`config.mk`:
```
export PLATFORM = sky130hd
export DESIGN_NAME = uart_rx
export DESIGN_NICKNAME = d
export VERILOG_FILES = /design/src/rtl/uart_rx.sv
export SDC_FILE = /design/constraint.sdc
export NUM_CORES = 1
export LEC_CHECK = 0
export CAP_MARGIN = 0
export CORE_ASPECT_RATIO = 1.5
export CORE_MARGIN = 5
export CORE_UTILIZATION = 30
export DETAILED_ROUTE_END_ITERATION = 12
export PLACE_DENSITY = 0.52
export REMOVE_ABC_BUFFERS = 1
export SETUP_SLACK_MARGIN = 0.3
export SYNTH_ARGS = -nofsm -noshare
export SYNTH_HDL_FRONTEND = slang
export SYNTH_SLANG_ARGS = --single-unit
```
`constraint.sdc`:
```
create_clock -name clk -period 1.85 [get_ports clk]
set_input_delay 0.2775 -clock clk [delete_from_list [all_inputs] [get_ports clk]]
set_output_delay 0.2775 -clock clk [all_outputs]
set_load 0.02 [all_outputs]
```
`src/rtl/uart_rx.sv`:
```
`timescale 1ns/1ps
// uart_rx: 8N1 serial receiver with valid/read handshake, sticky framing and
// overrun flags. Define UART_RX_PARITY_EN for 8E1 frames with a sticky
// parity-error flag; without it the frame is 8N1 and URX_PErr reads 0.
module uart_rx #(
  parameter int CLKS_PER_BIT = 16,
  parameter int HALF_BIT     = CLKS_PER_BIT / 2
) (
  input  logic       clk,
  input  logic       Rst,
  input  logic       URX_SIn,
  input  logic       URX_Rd,
  output logic [7:0] URX_Data,
  output logic       URX_Valid,
  output logic       URX_Busy,
  output logic       URX_FErr,
  output logic       URX_OErr,
  output logic       URX_PErr
);

  localparam int CW = $clog2(CLKS_PER_BIT);
  localparam logic [CW-1:0] FULL_LAST = CW'(CLKS_PER_BIT - 1);
  localparam logic [CW-1:0] HALF_LAST = CW'(HALF_BIT - 1);

  typedef enum logic [2:0] {
    IDLE,
    START,
    DATA,
`ifdef UART_RX_PARITY_EN
    PARITY,
`endif
    STOP,
    BRK
  } state_t;

  state_t          state, state_nxt;
  logic [CW-1:0]   clk_cnt, clk_cnt_nxt;
  logic [2:0]      bit_cnt, bit_cnt_nxt;
  logic [7:0]      shift, shift_nxt;
  logic            rx_meta, rx_s;
  logic [7:0]      data_q;
  logic            valid_q, ferr_q, oerr_q;
  logic            frame_ok, set_ferr;

`ifdef UART_RX_PARITY_EN
  logic            set_perr, perr_q;

  // Even parity: data plus parity bit must hold an even number of ones.
  function automatic logic parity_err(input logic [7:0] d, input logic p);
    return ^{d, p};
  endfunction
`endif

  // Two-flop synchronizer; idles high so reset never looks like a start bit.
  always_ff @(posedge clk or negedge Rst) begin
    if (!Rst) begin
      rx_meta <= 1'b1;
      rx_s    <= 1'b1;
    end else begin
      rx_meta <= URX_SIn;
      rx_s    <= rx_meta;
    end
  end

  // Frame FSM state and bit-timing counters.
  always_ff @(posedge clk or negedge Rst) begin
    if (!Rst) begin
      state   <= IDLE;
      clk_cnt <= '0;
      bit_cnt <= '0;
      shift   <= '0;
    end else begin
      state   <= state_nxt;
      clk_cnt <= clk_cnt_nxt;
      bit_cnt <= bit_cnt_nxt;
      shift   <= shift_nxt;
    end
  end

  // Next-state logic: mid-bit sampling after the start-bit half period.
  always_comb begin
    state_nxt   = state;
    clk_cnt_nxt = clk_cnt;
    bit_cnt_nxt = bit_cnt;
    shift_nxt   = shift;
    frame_ok    = 1'b0;
    set_ferr    = 1'b0;
`ifdef UART_RX_PARITY_EN
    set_perr    = 1'b0;
`endif
    case (state)
      IDLE: begin
        if (!rx_s) begin
          state_nxt   = START;
          clk_cnt_nxt = '0;
          bit_cnt_nxt = '0;
        end
      end
      START: begin
        if (clk_cnt == HALF_LAST) begin
          clk_cnt_nxt = '0;
          state_nxt   = rx_s ? IDLE : DATA;
        end else begin
          clk_cnt_nxt = clk_cnt + CW'(1);
        end
      end
      DATA: begin
        if (clk_cnt == FULL_LAST) begin
          clk_cnt_nxt = '0;
          shift_nxt   = {rx_s, shift[7:1]};
          bit_cnt_nxt = bit_cnt + 3'd1;
          if (bit_cnt == 3'd7) begin
`ifdef UART_RX_PARITY_EN
            state_nxt = PARITY;
`else
            state_nxt = STOP;
`endif
          end
        end else begin
          clk_cnt_nxt = clk_cnt + CW'(1);
        end
      end
`ifdef UART_RX_PARITY_EN
      PARITY: begin
        if (clk_cnt == FULL_LAST) begin
          clk_cnt_nxt = '0;
          set_perr    = parity_err(shift, rx_s);
          state_nxt   = STOP;
        end else begin
          clk_cnt_nxt = clk_cnt + CW'(1);
        end
      end
`endif
      STOP: begin
        if (clk_cnt == FULL_LAST) begin
          clk_cnt_nxt = '0;
          if (rx_s) begin
            frame_ok  = 1'b1;
            state_nxt = IDLE;
          end else begin
            set_ferr  = 1'b1;
            state_nxt = BRK;
          end
        end else begin
          clk_cnt_nxt = clk_cnt + CW'(1);
        end
      end
      BRK: begin
        // Line held low after a bad stop bit: wait for it to return high.
        if (rx_s) state_nxt = IDLE;
      end
      default: state_nxt = IDLE;
    endcase
  end

  // Output byte, handshake and sticky error flags.
  always_ff @(posedge clk or negedge Rst) begin
    if (!Rst) begin
      data_q  <= '0;
      valid_q <= 1'b0;
      ferr_q  <= 1'b0;
      oerr_q  <= 1'b0;
    end else begin
      // A read in the completion cycle frees the holding register in time.
      if (frame_ok && (!valid_q || URX_Rd)) data_q <= shift;
      if (frame_ok)    valid_q <= 1'b1;
      else if (URX_Rd) valid_q <= 1'b0;
      ferr_q <= set_ferr | (ferr_q & ~URX_Rd);
      oerr_q <= (frame_ok & valid_q & ~URX_Rd) | (oerr_q & ~URX_Rd);
    end
  end

`ifdef UART_RX_PARITY_EN
  // Sticky parity error; the byte is still delivered on a parity failure.
  always_ff @(posedge clk or negedge Rst) begin
    if (!Rst) perr_q <= 1'b0;
    else      perr_q <= set_perr | (perr_q & ~URX_Rd);
  end
  assign URX_PErr = perr_q;
`else
  assign URX_PErr = 1'b0;
`endif

  assign URX_Data  = data_q;
  assign URX_Valid = valid_q;
  assign URX_Busy  = (state != IDLE);
  assign URX_FErr  = ferr_q;
  assign URX_OErr  = oerr_q;

endmodule

```
Figure 1. Metal 1.
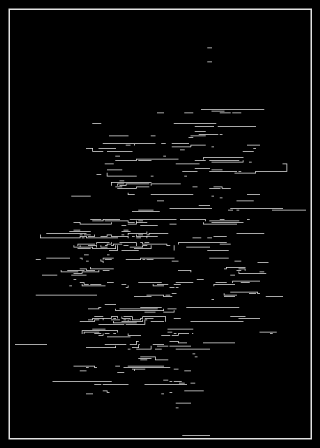
wire length on this layer: 1040 um
longest straight run: 13.8 um
main direction: horizontal

Figure 2. Metal 2.
The bar under the picture is 20 um long. Cells faint in the background.
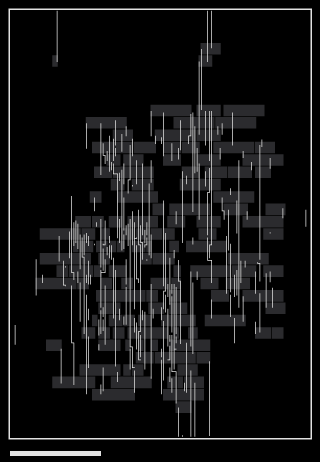
share of all routed wire: 53%
longest straight run: 32.3 um
nets with wire on the layer: 129

Figure 3. M3 wires.
The bar under the picture is 20 um long.
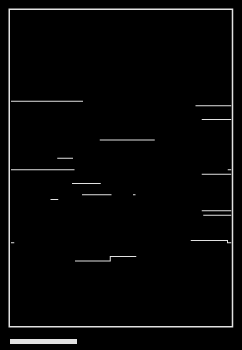
longest straight run: 21.2 um
wire length on this layer: 156 um
nets with wire on the layer: 13
main direction: horizontal
share of all routed wire: 5.9%
detailed-route wire length: 2640 um
via total after detailed routing: 909
met3 track demand over resource: 3.95%

==> run_summary.xml <==
<?xml version="1.0" encoding="UTF-8"?>
<metrics>
  <group name="outcome">
    <metric name="run_status" unit="">finished clean</metric>
  </group>
  <group name="place">
    <metric name="place_area" unit="mm2">0.00163</metric>
    <metric name="portBuffers" unit="">15</metric>
  </group>
  <group name="die">
    <metric name="fp_util" unit="%">31.2</metric>
    <metric name="design.die.area" unit="mm2">0.00623</metric>
    <metric name="die_height" unit="um">94.2</metric>
    <metric name="placementRows" unit="">30</metric>
    <metric name="floorplan.core_area" unit="mm2">0.00454</metric>
  </group>
  <group name="global_routing">
    <metric name="pin_count_of_the_biggest_net_entering_global_routing" unit="">32</metric>
    <metric name="grt_antenna_before_repair" unit="">0</metric>
    <metric name="grt_pass1_vias" unit="">984</metric>
  </group>
  <group name="worst_hold_path">
    <metric name="hp-class" unit="">flop to flop</metric>
  </group>
  <group name="worst_setup_path">
    <metric name="critical_path.max_stage_delay" unit="ps">400</metric>
    <metric name="crit_family" unit="">simple AND/OR/NAND/NOR gates</metric>
    <metric name="critical_path_arrival" unit="ps">1670</metric>
    <metric name="path_depth" unit="">4</metric>
  </group>
  <group name="drt">
    <metric name="dr.max_layer_used" unit="">met4</metric>
    <metric name="viasPerCell" unit="">4.61</metric>
    <metric name="wl_met2" unit="um">1390</metric>
    <metric name="drc" unit="">0</metric>
  </group>
  <group name="synth">
    <metric name="synth.top_cell.area_share" unit="%">51.2</metric>
    <metric name="synth-edff-count" unit="">0</metric>
    <metric name="yosysMostFrequentCell" unit="">dfrtp_1</metric>
    <metric name="post_synth_inst_count" unit="">105</metric>
    <metric name="yosys_warnings" unit="">0</metric>
  </group>
  <group name="clock_tree">
    <metric name="clock_buffers_created_by_tritoncts" unit="">5</metric>
    <metric name="tritoncts_num_sinks" unit="">31</metric>
    <metric name="cts_root_buf" unit="">clkbuf_8</metric>
    <metric name="h-tree-depth" unit="">2</metric>
  </group>
  <group name="timing">
    <metric name="tns" unit="ps">0</metric>
    <metric name="period_minus_slack" unit="ps">1510</metric>
    <metric name="finalClockSkew" unit="ps">7.85</metric>
    <metric name="final.hold.worst_slack" unit="ps">356</metric>
    <metric name="final_max_slew_viol_count" unit="">0</metric>
  </group>
  <group name="pwr">
    <metric name="p_leak" unit="nW">1.00</metric>
    <metric name="maximum_resistive_drop_on_vdd" unit="uV">524</metric>
  </group>
</metrics>
Figure 4. Sequential cells grouped by signal name.
The bar under the picture is 20 um long. Other sequential cells in the stronger grey, the rest of the logic in the fainter grey.
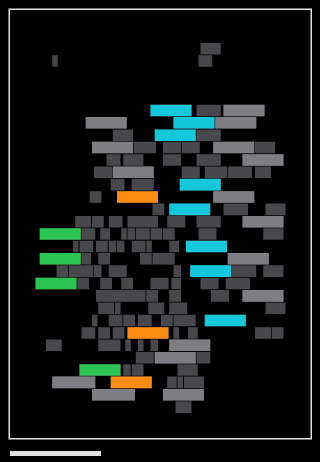
| netlist name | colour | placed flops |
|---|---|---|
| state | orange | 3 |
| clk_cnt | green | 4 |
| shift | cyan | 8 |
not coloured: 16

Figure 5. Track usage over the die.
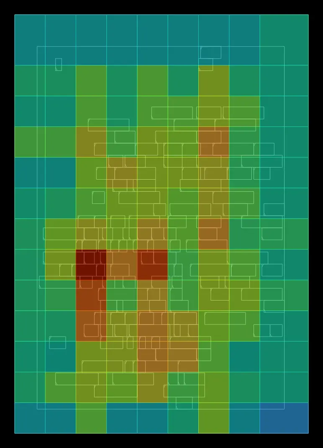
global-route met2 utilization: 16.1%
Top Usage Layer GRT: met2
post-layout utilization of the core: 40.3%
overall fraction of global-route tracks in use: 9.53%
GR met1 Demand/Resource: 9.73%

[registers in the layout (all words and copies together) (netlist names)]
| register | flops |
|---|---|
| rx_meta | 1 |
| rx_s | 1 |
| URX_Valid | 1 |
| shift | 8 |
| URX_OErr | 1 |
| URX_FErr | 1 |
| state | 3 |
| clk_cnt | 4 |
| URX_Data | 8 |
| bit_cnt | 3 |
[power by group]
part	switching [mW]	leakage, nW	total, mW	internal (mW)
clock	0.252	0.0612	0.687	0.435
combinational	0.237	0.529	0.492	0.255
sequential	0.0596	0.412	0.814	0.754
total	0.549	1.00	1.99	1.44
[what timing repair did]
item                       in CTS  in global routing
setup endpoints to repair      19                 24
hold endpoints to repair        0                  0
pin swaps                       1                  2
gates resized                  10                 12
buffers inserted                2                  5
cloned                          0                  0
hold buffers                    0                  0
[metrics by stage]
step	utilization [%]	setup WS [ps]	std cells
finish	40.3	337	197
global route	40.3	265	197
CTS	38.8	300	192
detailed placement	35.8	177	182
global placement	35.8	208	182
floorplan	-	243	97
[logic make-up (layout without fill, tap and decap cells)]
group	after synthesis	count (layout)	synth area share [%]
adder cells (fa/ha/maj)	3	3	2.65
buffers and inverters	10	38	5.30
flip-flops	31	31	54.9
other	1	1	0.265
multiplexers	19	19	17.0
AND/OR/NAND/NOR	24	24	10.6
AND-OR/OR-AND	16	16	8.65
XOR/XNOR	1	1	0.618
[routing by layer]
layer  vias up  global-route usage (%)
met4         0                    5.25
met2        19                    16.1
met5         -                       0
met3         6                    3.95
li1        427                       -
met1       457                    9.73
[worst max path at each step]
stage / endpoint / start / slack [ps]
after floorplan: URX_Data[0]$_DFFE_PN0P_ / clk_cnt[0]$_DFFE_PN0P_ / 240
after global placement: URX_Data[6]$_DFFE_PN0P_ / URX_Rd / 210
after detailed placement: URX_Data[6]$_DFFE_PN0P_ / URX_Rd / 180
after CTS: URX_OErr / URX_OErr$_DFF_PN0_ / 300
after global routing: URX_Data[5]$_DFFE_PN0P_ / clk_cnt[1]$_DFFE_PN0P_ / 260
final: URX_Data[0]$_DFFE_PN0P_ / state[2]$_DFFE_PN0P_ / 340
[layout make-up]
type	count	area, um2	area share [%]
Clock buffer	6	82.6	4.51
Tap cell	64	80.1	4.37
Clock inverter	2	35.0	1.91
Timing Repair Buffer	28	267	14.5
Sequential cell	31	778	42.5
Multi-Input combinational cell	64	582	31.8
Inverter	2	7.51	0.410
[placed cells by master (no fill, tap or decap), drive strengths merged, types with 2 or more instances in the layout]
cell	netlist	routed
mux2i	2	2
o2bb2ai	3	3
clkbuf	1	6
nand2	2	2
a22o	2	2
and3	2	2
buf	7	14
inv	2	2
dlygate4sd2	0	2
dfrtp	29	29
dfstp	2	2
ha	3	3
clkdlybuf4s50	0	4
dlymetal6s2s	0	8
nand3	3	3
nor3b	2	2
a21o	2	2
mux2	17	17
nor2	6	6
Power and IR drop assume default switching activity.
